`src/rtl/pattern_detector.sv`:
```
// Serial bit-pattern detector: matches the most recent len_q accepted bits against a latched pattern.
// Optional macro PATDET_SATURATE_EN makes match_count saturate instead of wrapping.
module pattern_detector #(
    parameter int WIDTH = 8,
    parameter int CNT_W = 8
) (
    input  logic             clk,
    input  logic             rst,
    input  logic             arm,
    input  logic             disarm,
    input  logic             bit_valid,
    input  logic             bit_in,
    input  logic [WIDTH-1:0] pattern,
    input  logic [3:0]       pat_len,
    input  logic             overlap,
    input  logic             clr_cnt,
    output logic             detect,
    output logic [CNT_W-1:0] match_count,
    output logic             busy
);

    localparam int LEN_W = $clog2(WIDTH + 1);

    typedef enum logic [1:0] {
        IDLE = 2'd0,
        FILL = 2'd1,
        HUNT = 2'd2
    } state_t;

    state_t             state_q, state_d;
    logic [WIDTH-1:0]   hist_q, hist_d;
    logic [LEN_W-1:0]   fill_q, fill_d;
    logic [WIDTH-1:0]   pat_q, pat_d;
    logic [LEN_W-1:0]   len_q, len_d;
    logic               ovl_q, ovl_d;
    logic               detect_q, detect_d;
    logic [CNT_W-1:0]   cnt_q, cnt_d;

    logic [LEN_W-1:0]   len_arm;
    logic [WIDTH-1:0]   mask;
    logic [WIDTH-1:0]   hist_n;
    logic [LEN_W-1:0]   fill_n;
    logic               hit;

    // Clamp the requested length into 1..WIDTH at arm time.
    always_comb begin
        len_arm = LEN_W'(pat_len);
        if (pat_len == 4'd0)
            len_arm = LEN_W'(1);
        else if (int'(pat_len) > WIDTH)
            len_arm = LEN_W'(WIDTH);
    end

    always_comb begin
        mask = '0;
        for (int i = 0; i < WIDTH; i++)
            mask[i] = (i < int'(len_q));
    end

    always_comb begin
        hist_n = WIDTH'({hist_q, bit_in});
        fill_n = (fill_q == len_q) ? len_q : fill_q + LEN_W'(1);
        hit    = (fill_n == len_q) && ((hist_n & mask) == (pat_q & mask));
    end

    always_comb begin
        state_d  = state_q;
        hist_d   = hist_q;
        fill_d   = fill_q;
        pat_d    = pat_q;
        len_d    = len_q;
        ovl_d    = ovl_q;
        detect_d = 1'b0;
        cnt_d    = cnt_q;

        if (arm) begin
            pat_d   = pattern;
            len_d   = len_arm;
            ovl_d   = overlap;
            hist_d  = '0;
            fill_d  = '0;
            state_d = FILL;
        end else if (disarm) begin
            state_d = IDLE;
        end else if (state_q != IDLE && bit_valid) begin
            hist_d = hist_n;
            fill_d = fill_n;
            if (fill_n == len_q)
                state_d = HUNT;
            if (hit) begin
                detect_d = 1'b1;
`ifdef PATDET_SATURATE_EN
                if (cnt_q != {CNT_W{1'b1}})
                    cnt_d = cnt_q + CNT_W'(1);
`else
                cnt_d = cnt_q + CNT_W'(1);
`endif
                // Non-overlap: restart the fill so old history bits can never be reused.
                if (!ovl_q) begin
                    fill_d  = '0;
                    state_d = FILL;
                end
            end
        end

        if (clr_cnt)
            cnt_d = '0;
    end

    always_ff @(posedge clk or posedge rst) begin
        if (rst) begin
            state_q  <= IDLE;
            hist_q   <= '0;
            fill_q   <= '0;
            pat_q    <= '0;
            len_q    <= '0;
            ovl_q    <= 1'b0;
            detect_q <= 1'b0;
            cnt_q    <= '0;
        end else begin
            state_q  <= state_d;
            hist_q   <= hist_d;
            fill_q   <= fill_d;
            pat_q    <= pat_d;
            len_q    <= len_d;
            ovl_q    <= ovl_d;
            detect_q <= detect_d;
            cnt_q    <= cnt_d;
        end
    end

    assign detect      = detect_q;
    assign match_count = cnt_q;
    assign busy        = (state_q != IDLE);

endmodule

```
`config.mk`:
```
export PLATFORM = sky130hd
export DESIGN_NAME = pattern_detector
export DESIGN_NICKNAME = d
export VERILOG_FILES = /design/src/rtl/pattern_detector.sv
export SDC_FILE = /design/constraint.sdc
export NUM_CORES = 1
export LEC_CHECK = 0
export ABC_AREA = 1
export CAP_MARGIN = 30
export CORE_MARGIN = 2
export CORE_UTILIZATION = 50
export CTS_BUF_LIST = sky130_fd_sc_hd__clkbuf_2
export DETAILED_ROUTE_END_ITERATION = 12
export PLACE_DENSITY_LB_ADDON = 0.12
export RECOVER_POWER = 100
export SLEW_MARGIN = 20
export SYNTH_ARGS = -nofsm -noshare
export SYNTH_HDL_FRONTEND = slang
export SYNTH_SLANG_ARGS = --single-unit
```
`constraint.sdc`:
```
create_clock -name clk -period 5.5 [get_ports clk]
set_clock_uncertainty 0.1 [all_clocks]
set_input_delay 1.375 -clock clk [delete_from_list [all_inputs] [get_ports clk]]
set_output_delay 1.375 -clock clk [all_outputs]
set_load 0.05 [all_outputs]
```
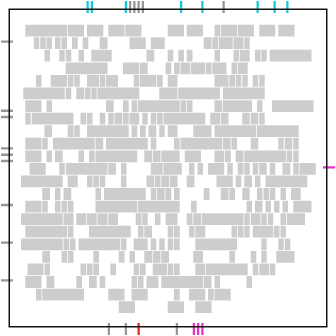
**Above:** run 1 (pin map).
Pins as bars across the die edge, other pins in gray.
| port | color | pins | direction | edge |
|---|---|---|---|---|
| match_count | cyan | 8 | output | top |
| pat_len | magenta | 4 | input | 3 bottom, 1 right |
| bit_in | red | 1 | input | bottom |
all pins by edge: 13 top, 9 left, 7 bottom, 1 right

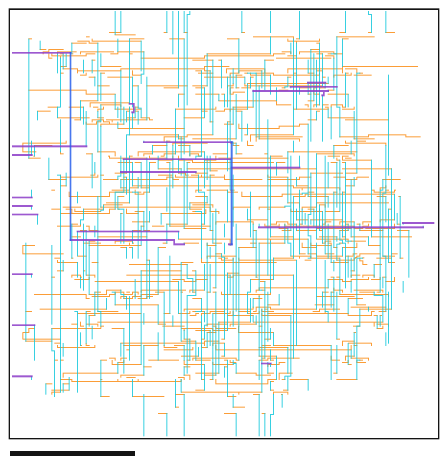
**Above:** run 1 (wiring by layer).
The bar under the picture is 20 um long.
| layer | color | wire length |
|---|---|---|
| met2 | cyan | 2080 um |
| met3 | purple | 190 um |
| met4 | blue | 46.2 um |
| met1 | orange | 2030 um |

==> flow_summary_export.csv, run 1 <==
group,metric,value,unit
outcome,status,"finished, violations left",
pwr,netSwitchingPower,0.000189,W
clock_tree,post_cts_resized,0,
placement,dp_slack,2160,ps
critical_path,crit_start,"state_q[0]$_DFFE_PP0P_",
floorplanning,die_h,68.4,um
outcome,violations,"capacitance limit, slew limit",
cells_and_area,seq-cell-share,0.358,
pwr,powerComb,0.000128,W
drt,first_iter_violations,97,
logic_synthesis,yosysUniqueCellTypes,28,
drt,drcViolationCount,0,
logic_synthesis,aoi_share,0.0942,
drt,vias,1861,
hold_path,hold_path_depth,2,
cells_and_area,largest_class,"logic gates",
placement,postPlaceCellArea,2420,um^2
critical_path,critPathBufInv,1,
logic_synthesis,synth-xor-area-share,0.0296,
final_timing,tightest_slew,1860,ps
drt,vias_per_cell,5.04,
pwr,pwr-share-clk,0.232,
logic_synthesis,synth_cells,284,
logic_synthesis,synth_warnings,0,
job,drv_cap,1,
critical_path,cp_slowest_cell,"dlygate4sd3_1",
hold_path,hold_start,"pat_q[1]$_DFFE_PP0P_",
hold_path,min_to,"pat_q[1]$_DFFE_PP0P_",
cells_and_area,utilization,0.612,
clock_tree,cts_setup_buffers,0,
clock_tree,clock_sinks,35,
critical_path,crit_family,"buffers and inverters",
logic_synthesis,async_flop_share,1.00,
drt,ant_nets,0,
cells_and_area,layout-drive-gt1-share,0.0940,
floorplanning,placeableCoreArea,4000,um^2
critical_path,start_kind,"register",
drt,firstDrtPassIters,4,
floorplanning,ios,30,
final_timing,slew_viol_final,36,
logic_synthesis,flop_cell,"dfrtp_1",
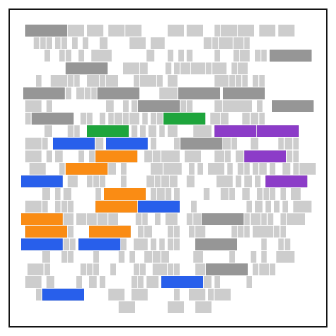
**Above:** run 1 (sequential cells grouped by signal name).
Other sequential cells in the stronger gray, the rest of the logic in the fainter gray.
| netlist name | color | sequential cells |
|---|---|---|
| pat_q | blue | 8 |
| fill_q | purple | 4 |
| hist_q | orange | 7 |
| state_q | green | 2 |

[run 1: routing by layer]
metal  vias up  wire (um)  track usage
met3         5        189       0.0576
met1       855       2030        0.297
met4         0         46       0.0550
li1        967          -            -
met5         -          0            0
met2        34       2080        0.353
[run 1: cells in the mapped netlist, types with 3 or more instances]
cell type	n
a21oi_1	5
dfrtp_1	35
inv_1	32
inv_2	8
nand2_1	98
nand2_2	5
nand3_1	13
nand3_2	3
nand4_1	6
nor2_1	24
nor2_4	5
o21ai_0	11
o21ai_1	7
o22ai_1	9
xnor2_1	5
[run 1: metrics by stage]
step | hold slack [ps] | instances | total power [W]
finish | 425 | 369 | 0.000538
global route | 483 | 369 | 0.000573
CTS | 428 | 369 | 0.000545
detailed placement | 384 | 361 | 0.000421
global placement | 385 | 361 | 0.000418
floorplan | 362 | 284 | 0.000380
==> run 2: changes to the inputs <==
- clock period: 5.5 -> 3.5 ns (I/O delays scaled with it)
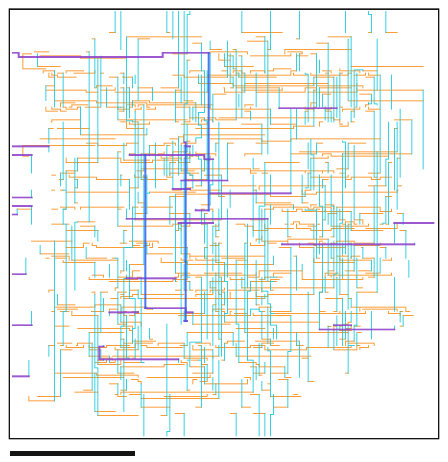
**Above:** run 2 (wiring by layer).
The bar under the picture is 20 um long.
| layer | color | wire length |
|---|---|---|
| met4 | blue | 77.5 um |
| met2 | cyan | 2000 um |
| met1 | orange | 2110 um |
| met3 | purple | 212 um |

==> flow_summary_export.csv, run 2 <==
group,metric,value,unit
cells_and_area,largest_class,"logic gates",
logic_synthesis,top_cell,"nand2_1",
final_timing,fin_setup_tns,0,ps
drt,first_iter_violations,102,
critical_path,start_kind,"register",
cells_and_area,flop-count,35,
final_timing,tightest_slew,1870,ps
logic_synthesis,async_flop_share,1.00,
placement,dp_hpwl,3.30,mm
clock_tree,post_cts_resized,0,
cells_and_area,utilization,0.606,
global_route,grt_pass1_vias,1674,
hold_path,hold_path_depth,2,
clock_tree,cts_setup_buffers,0,
hold_path,min_to,"pat_q[3]$_DFFE_PP0P_",
drt,ant_nets,0,
critical_path,critPathBufInv,1,
outcome,violations,"capacitance limit, slew limit",
drt,vias,1843,
logic_synthesis,synth_area,2070,um^2
critical_path,crit_cells,2,
floorplanning,nWellTaps,50,
drt,firstDrtPassIters,5,
pwr,p_int,0.000552,W
critical_path,cp_slowest_cell,"dlygate4sd3_1",
drt,vias_per_cell,4.98,
pwr,p_clk,0.000193,W
pwr,powerComb,0.000195,W
critical_path,worst-endpoint-arrival,1830,ps
pwr,p_comb_frac,0.233,
final_timing,max_freq,0.356,GHz
pwr,maxPowerGroup,"sequential cells",
critical_path,crit_start,"state_q[1]$_DFFE_PP0P_",
logic_synthesis,synth_warnings,0,
logic_synthesis,yosysUniqueCellTypes,28,
logic_synthesis,top_cells_by_count,"nand2_1 (98), dfrtp_1 (35), inv_1 (32)",
cells_and_area,final_common_cell,"nand2_1",
pwr,ir_worst_vdd,0.216,mV
logic_synthesis,yosys.stat.seqShare,0.423,
cells_and_area,antenna_cells,0,
placement,dp_slack,825,ps
global_route,grt_max_degree,36,
pwr,pg_seq,0.000447,W
critical_path,crit_type,"register to output port",
pwr,switching_share,0.339,
clock_tree,holdBufCountCts,0,
clock_tree,clkTransAtPathRegs,190,ps
logic_synthesis,synth_flops,35,
drt,drcViolationCount,0,
critical_path,worst_ep_required_time,2520,ps
hold_path,hold_start,"pat_q[3]$_DFFE_PP0P_",
floorplanning,die_x,68.4,um
pwr,power,0.000835,W
pwr,netSwitchingPower,0.000283,W
floorplanning,ios,30,
logic_synthesis,syn_nets,306,
cells_and_area,seq-cell-share,0.362,
pwr,pwr-share-clk,0.232,
placement,dp.cells,362,
job,warnings,26,
cells_and_area,stdcell_count,370,
floorplanning,die_h,68.4,um
hold_path,hold_path.class,"register to register",
logic_synthesis,top_area_frac,0.423,
logic_synthesis,flop_cell,"dfrtp_1",
cells_and_area,clkbuf_count,7,
cells_and_area,layout-drive-gt1-share,0.0844,
cells_and_area,buffers,31,
cells_and_area,final-clk-cell-share,0.0165,
global_route,antenna_found_initial,0,
floorplanning,num_rows,23,
cells_and_area,comb_cells,206,
cells_and_area,fillCellCount,387,
final_timing,whs,424,ps
floorplanning,placeableCoreArea,4000,um^2
final_timing,timing.slew.headroom,-0.250,
job,drv_cap,1,
placement,postPlaceCellArea,2420,um^2
critical_path,crit_family,"buffers and inverters",
logic_synthesis,synth_cells,284,
final_timing,slew_viol_final,36,
final_timing,hold_viol_final,0,
cells_and_area,area_share_nonclk_buffers,0.123,
outcome,status,"finished, violations left",
clock_tree,root_buffer,"clkbuf_2",
critical_path,setup.worst_path.end_class,"output port",
cells_and_area,comb-cell-share,0.411,
critical_path,reg2reg_to,"match_count[6]$_DFFE_PP0P_",
clock_tree,clock_sinks,35,
[run 2: netlist changes by cell type in the layout (fill, tap and decap cells not counted), sizes merged]
cell	delta
clkinvlp	-2
clkbuf	+3
[run 2: cells by family after synthesis]
logic type               share of synthesized area
adder cells (fa/ha/maj)                     0.0121
AND/OR/NAND/NOR                              0.362
XOR/XNOR                                    0.0296
flip-flops                                   0.423
AND-OR/OR-AND                               0.0942
buffers and inverters                       0.0797
[run 2: worst min-delay path: stages, from the launching register on]
cell and delay (ps):
dfrtp_1 400, nand2_1 60, nand2_1 50
[run 2: metal layers]
metal,track usage,vias up,wire length (um)
li1,-,966,-
met1,0.310,828,2110
met2,0.324,43,2000
met3,0.0592,6,211
met4,0.0650,0,77
met5,0,-,0
Power and IR drop assume default switching activity.
